File: config.mk
export PLATFORM = sky130hd
export DESIGN_NAME = fabric_serial_adder
export DESIGN_NICKNAME = d
export VERILOG_FILES = /design/src/rtl/fabric_serial_adder_pkg.sv /design/src/rtl/ADDF.sv /design/src/rtl/fabric_serial_adder.sv
export SDC_FILE = /design/constraint.sdc
export NUM_CORES = 1
export LEC_CHECK = 0
export ABC_CLOCK_PERIOD_IN_PS = 1600
export CAP_MARGIN = 40
export CORE_MARGIN = 5
export CORE_UTILIZATION = 25
export DETAILED_ROUTE_END_ITERATION = 16
export SYNTH_ARGS = -nofsm -noshare
export SYNTH_HDL_FRONTEND = slang
export SYNTH_HIERARCHICAL = 1
export SYNTH_SLANG_ARGS = --single-unit
File: constraint.sdc
create_clock -name clk -period 1.6 [get_ports clk]
set_input_delay 0.4 -clock clk [delete_from_list [all_inputs] [get_ports clk]]
set_output_delay 0.4 -clock clk [all_outputs]
set_load 0.02 [all_outputs]
File: src/rtl/fabric_serial_adder_pkg.sv
// Shared types and constants for the bit-serial adder.
// Optional subtract mode is enabled with FABRIC_SERIAL_ADDER_SUB_EN.
package fabric_serial_adder_pkg;

  localparam int unsigned DEFAULT_WIDTH = 8;

  typedef enum logic [1:0] {
    IDLE = 2'd0,
    RUN  = 2'd1,
    DONE = 2'd2
  } state_t;

  // Bits needed to count 0..w inclusive.
  function automatic int unsigned cnt_width(input int unsigned w);
    return $clog2(w + 1);
  endfunction

endpackage

File: src/rtl/ADDF.sv
// Fabric full-adder primitive: one bit of sum and carry.
module ADDF (
  input  logic A,
  input  logic B,
  input  logic CI,
  output logic SUM,
  output logic CO
);

  assign SUM = A ^ B ^ CI;
  assign CO  = (A & B) | (A & CI) | (B & CI);

endmodule

File: src/rtl/fabric_serial_adder.sv
// LSB-first bit-serial adder built around a single ADDF cell.
// Define FABRIC_SERIAL_ADDER_SUB_EN to add the sub input (A - B mode).
module fabric_serial_adder
  import fabric_serial_adder_pkg::*;
#(
  parameter int unsigned WIDTH = DEFAULT_WIDTH
) (
  input  logic             clk,
  input  logic             reset,
  input  logic             start,
  input  logic [WIDTH-1:0] op_a,
  input  logic [WIDTH-1:0] op_b,
  input  logic             cin,
`ifdef FABRIC_SERIAL_ADDER_SUB_EN
  input  logic             sub,
`endif
  output logic             busy,
  output logic             done,
  output logic [WIDTH-1:0] sum,
  output logic             cout
);

  localparam int unsigned CW = cnt_width(WIDTH);

  state_t           state;
  state_t           next_state;
  logic [WIDTH-1:0] a_sh;
  logic [WIDTH-1:0] b_sh;
  logic [WIDTH-2:0] res_sh;
  logic [WIDTH-1:0] res_next;
  logic             carry;
  logic [CW-1:0]    cnt;
  logic             cell_sum;
  logic             cell_co;
  logic             accept;
  logic             last_bit;
  logic             busy_next;
  logic             done_next;
  logic [WIDTH-1:0] b_load;
  logic             carry_load;

  assign accept   = start && ((state == IDLE) || (state == DONE));
  assign last_bit = (state == RUN) && (cnt == CW'(WIDTH - 1));
  assign res_next = {cell_sum, res_sh};

`ifdef FABRIC_SERIAL_ADDER_SUB_EN
  // Two's-complement subtract: invert B and force the initial carry.
  assign b_load     = sub ? ~op_b : op_b;
  assign carry_load = sub | cin;
`else
  assign b_load     = op_b;
  assign carry_load = cin;
`endif

  ADDF u_addf (
    .A   (a_sh[0]),
    .B   (b_sh[0]),
    .CI  (carry),
    .SUM (cell_sum),
    .CO  (cell_co)
  );

  // State register with registered status outputs.
  always_ff @(posedge clk) begin
    if (reset) begin
      state <= IDLE;
      busy  <= 1'b0;
      done  <= 1'b0;
    end else begin
      state <= next_state;
      busy  <= busy_next;
      done  <= done_next;
    end
  end

  always_comb begin
    next_state = state;
    case (state)
      IDLE:    if (start) next_state = RUN;
      RUN:     if (last_bit) next_state = DONE;
      DONE:    next_state = start ? RUN : IDLE;
      default: next_state = IDLE;
    endcase
  end

  always_comb begin
    busy_next = 1'b0;
    done_next = 1'b0;
    busy_next = (next_state == RUN);
    done_next = (next_state == DONE);
  end

  // Serial datapath; sum/cout only change when the last bit is produced.
  always_ff @(posedge clk) begin
    if (reset) begin
      a_sh   <= '0;
      b_sh   <= '0;
      res_sh <= '0;
      carry  <= 1'b0;
      cnt    <= '0;
      sum    <= '0;
      cout   <= 1'b0;
    end else if (accept) begin
      a_sh   <= op_a;
      b_sh   <= b_load;
      res_sh <= '0;
      carry  <= carry_load;
      cnt    <= '0;
    end else if (state == RUN) begin
      a_sh   <= {1'b0, a_sh[WIDTH-1:1]};
      b_sh   <= {1'b0, b_sh[WIDTH-1:1]};
      res_sh <= res_next[WIDTH-1:1];
      carry  <= cell_co;
      cnt    <= cnt + CW'(1);
      if (last_bit) begin
        sum  <= res_next;
        cout <= cell_co;
      end
    end
  end

endmodule

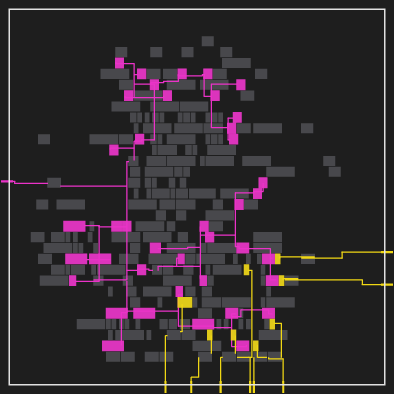
Figure 1: port wiring.
Drawn at 4 px/um.
port	color	bits	direction	edge	end cells	buffers	wire
op_b	yellow	8	input	6 bottom, 2 right	8	8	168 um
reset	magenta	1	input	left	40	5	390 um

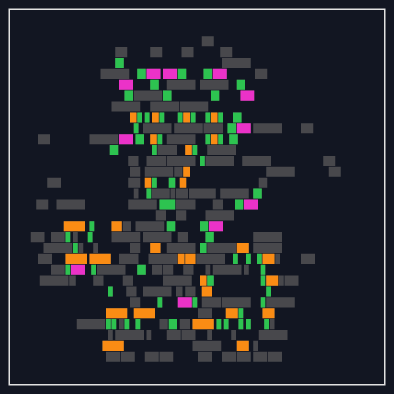
Figure 2: gate families picked out.
Drawn at 4 px/um.
family	color	cells
NAND gates	green	67
inverting AOI/OAI gates	orange	29
multiplexers	magenta	11

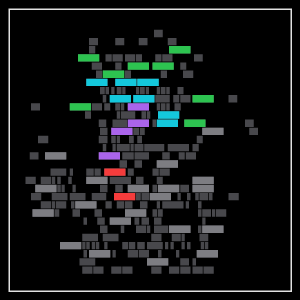
Figure 3: where the registers sit.
Drawn at 3 px/um. Other sequential cells in the stronger gray, the rest of the logic in the fainter gray.
name in the netlist	color	sequential cells
cnt	purple	4
sum	green	8
res_sh	cyan	7
state	red	2
not colored	20
sequential share of cell area: 35.6%
final core utilization: 34.0%

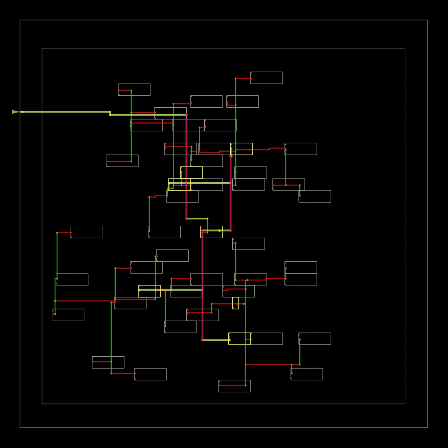
Figure 4: clock wiring as the flow saved it.
clock network power: 0.682 mW
largest clock skew in the final design: 0.00401 ns
number of sinks handled by clock tree synthesis: 41
number of clock-tree buffers in the layout: 7

[metal layers]
metal,GRT usage (%),wire length (um),up-vias
li1,-,-,713
met1,11.1,1730,638
met2,13.5,1680,22
met3,3.06,149,8
met4,4.03,65,0
met5,0,0,-
[metrics by stage]
step                      util (%)  instance area, um2  hold WS (ns)
after floorplan                  -                1740         0.437
after global placement        32.9                2230         0.442
final                         34.0                2310         0.457
after CTS                     34.0                2310         0.460
after detailed placement      32.9                2230         0.450
after global routing          34.0                2310         0.490
[power by group through the flow]
stage	sequential [mW]	combinational, mW	clock (mW)
3_5_place_dp	1.11	0.279	0
3_3_place_gp	1.11	0.274	0
5_1_grt	1.10	0.302	0.754
4_1_cts	1.09	0.279	0.709
6_report	1.09	0.274	0.682
2_1_floorplan	1.11	0.162	0
==> results.py <==
# Auto-generated metrics
metrics = {
    "clock_network": {
        "cts_inserted_buffers": 5,
        "cts.clk_slew.worst_paths_ns": 0.08,
        "cts_buffer_depth": 2,
        "post_cts_resized": 11,
        "clock_insertion_delay_worst_skew_ns": 0.29,
        "htreeDepth": 2,
        "postCtsHoldBufs": 0,
    },
    "routing": {
        "first_pass_iters": 4,
        "vias": 1381,
        "drt_drc_violations_left": 0,
        "postRouteWirelength_mm": 3.62,
    },
    "power": {
        "p_sw_share_pct": 24.3,
        "power_share_of_the_sequential_group_pct": 53.3,
        "peakVddDrop_mv": 0.308,
        "power_switching_mw": 0.498,
        "power_frac_clock_pct": 33.3,
    },
    "logic_synthesis": {
        "topCellsByArea": "dfxtp_1, nand2_1, nand2b_1",
        "yosys.area_share.adder_pct": 1.87,
        "number_of_synthesized_flops_with_an_enable_pin": 0,
        "ys.warnings.count": 6,
        "synth_sequential_area_ratio_pct": 47.1,
        "postSynthAreaPerCell_um2": 9.17,
        "synth.cells.most_frequent": "nand2_1, dfxtp_1, nand2b_1",
        "topCombFamilyByArea": "simple AND/OR/NAND/NOR gates",
        "yosys-mux-area-fraction_pct": 6.32,
        "syn-num-nets": 212,
        "synthCells": 190,
        "xor_share_pct": 1.01,
        "simple_gate_share_pct": 24.8,
        "ff_type": "dfxtp_1",
    },
    "worst_hold_path": {
        "min_path_type": "register to register",
        "holdCritStartpoint": "res_sh[0]",
    },
    "final_layout": {
        "multi_input_combinational_cell_area_um2": 841,
        "final_nets": 251,
        "nNonClkBuffers": 47,
        "flop_area_um2": 821,
        "largestClassByArea": "logic gates",
        "nMultiInputCombCells": 134,
        "layout_top_cells_excl_fill_tap": "nand2_1, dfxtp_1, nand2b_1",
    },
    "setup_path": {
        "timing.reg2reg.worst_path_depth": 5,
        "cp_delay_by_family_top": "flip-flops",
        "setup.worst_path.class": "register to output pin",
        "worst_setup_path_end_kind": "output pin",
        "timing.critical_path.arrival_ns": 1.00,
        "category_of_the_worst_setup_path_launch_point": "register",
        "cpMaxStageDelayCell": "dfxtp_1",
    },
    "sta": {
        "fmax_mhz": 713,
        "setup_total_negative_slack_ns": 0,
        "relSlewSlack_pct": 78.2,
        "layout_setup_ws_ns": 0.198,
        "report.final.hold_viol_count": 0,
        "post-route-period-util_pct": 87.7,
    },
    "global_route": {
        "global_route.usage.total_pct": 8.84,
        "grt_start_max_net_pins": 18,
    },
    "placement": {
        "post-dp-hpwl_mm": 2.63,
        "dpl_worst_slack_ns": -0.0291,
        "io_buffer_count": 30,
    },
    "floorplanning": {
        "dieWidth_um": 93.5,
        "nWellTaps": 96,
        "area_of_the_die_um2": 8740,
        "ioPinCount": 31,
        "initCoreUtil_pct": 25.7,
        "row_count": 30,
    },
    "job": {
        "max-cap-violations": 0,
        "warnings": 26,
    },
    "outcome": {
        "result_of_the_run": "finished clean",
    },
}
No activity file was given, so power comes from the tool's default toggle rates.
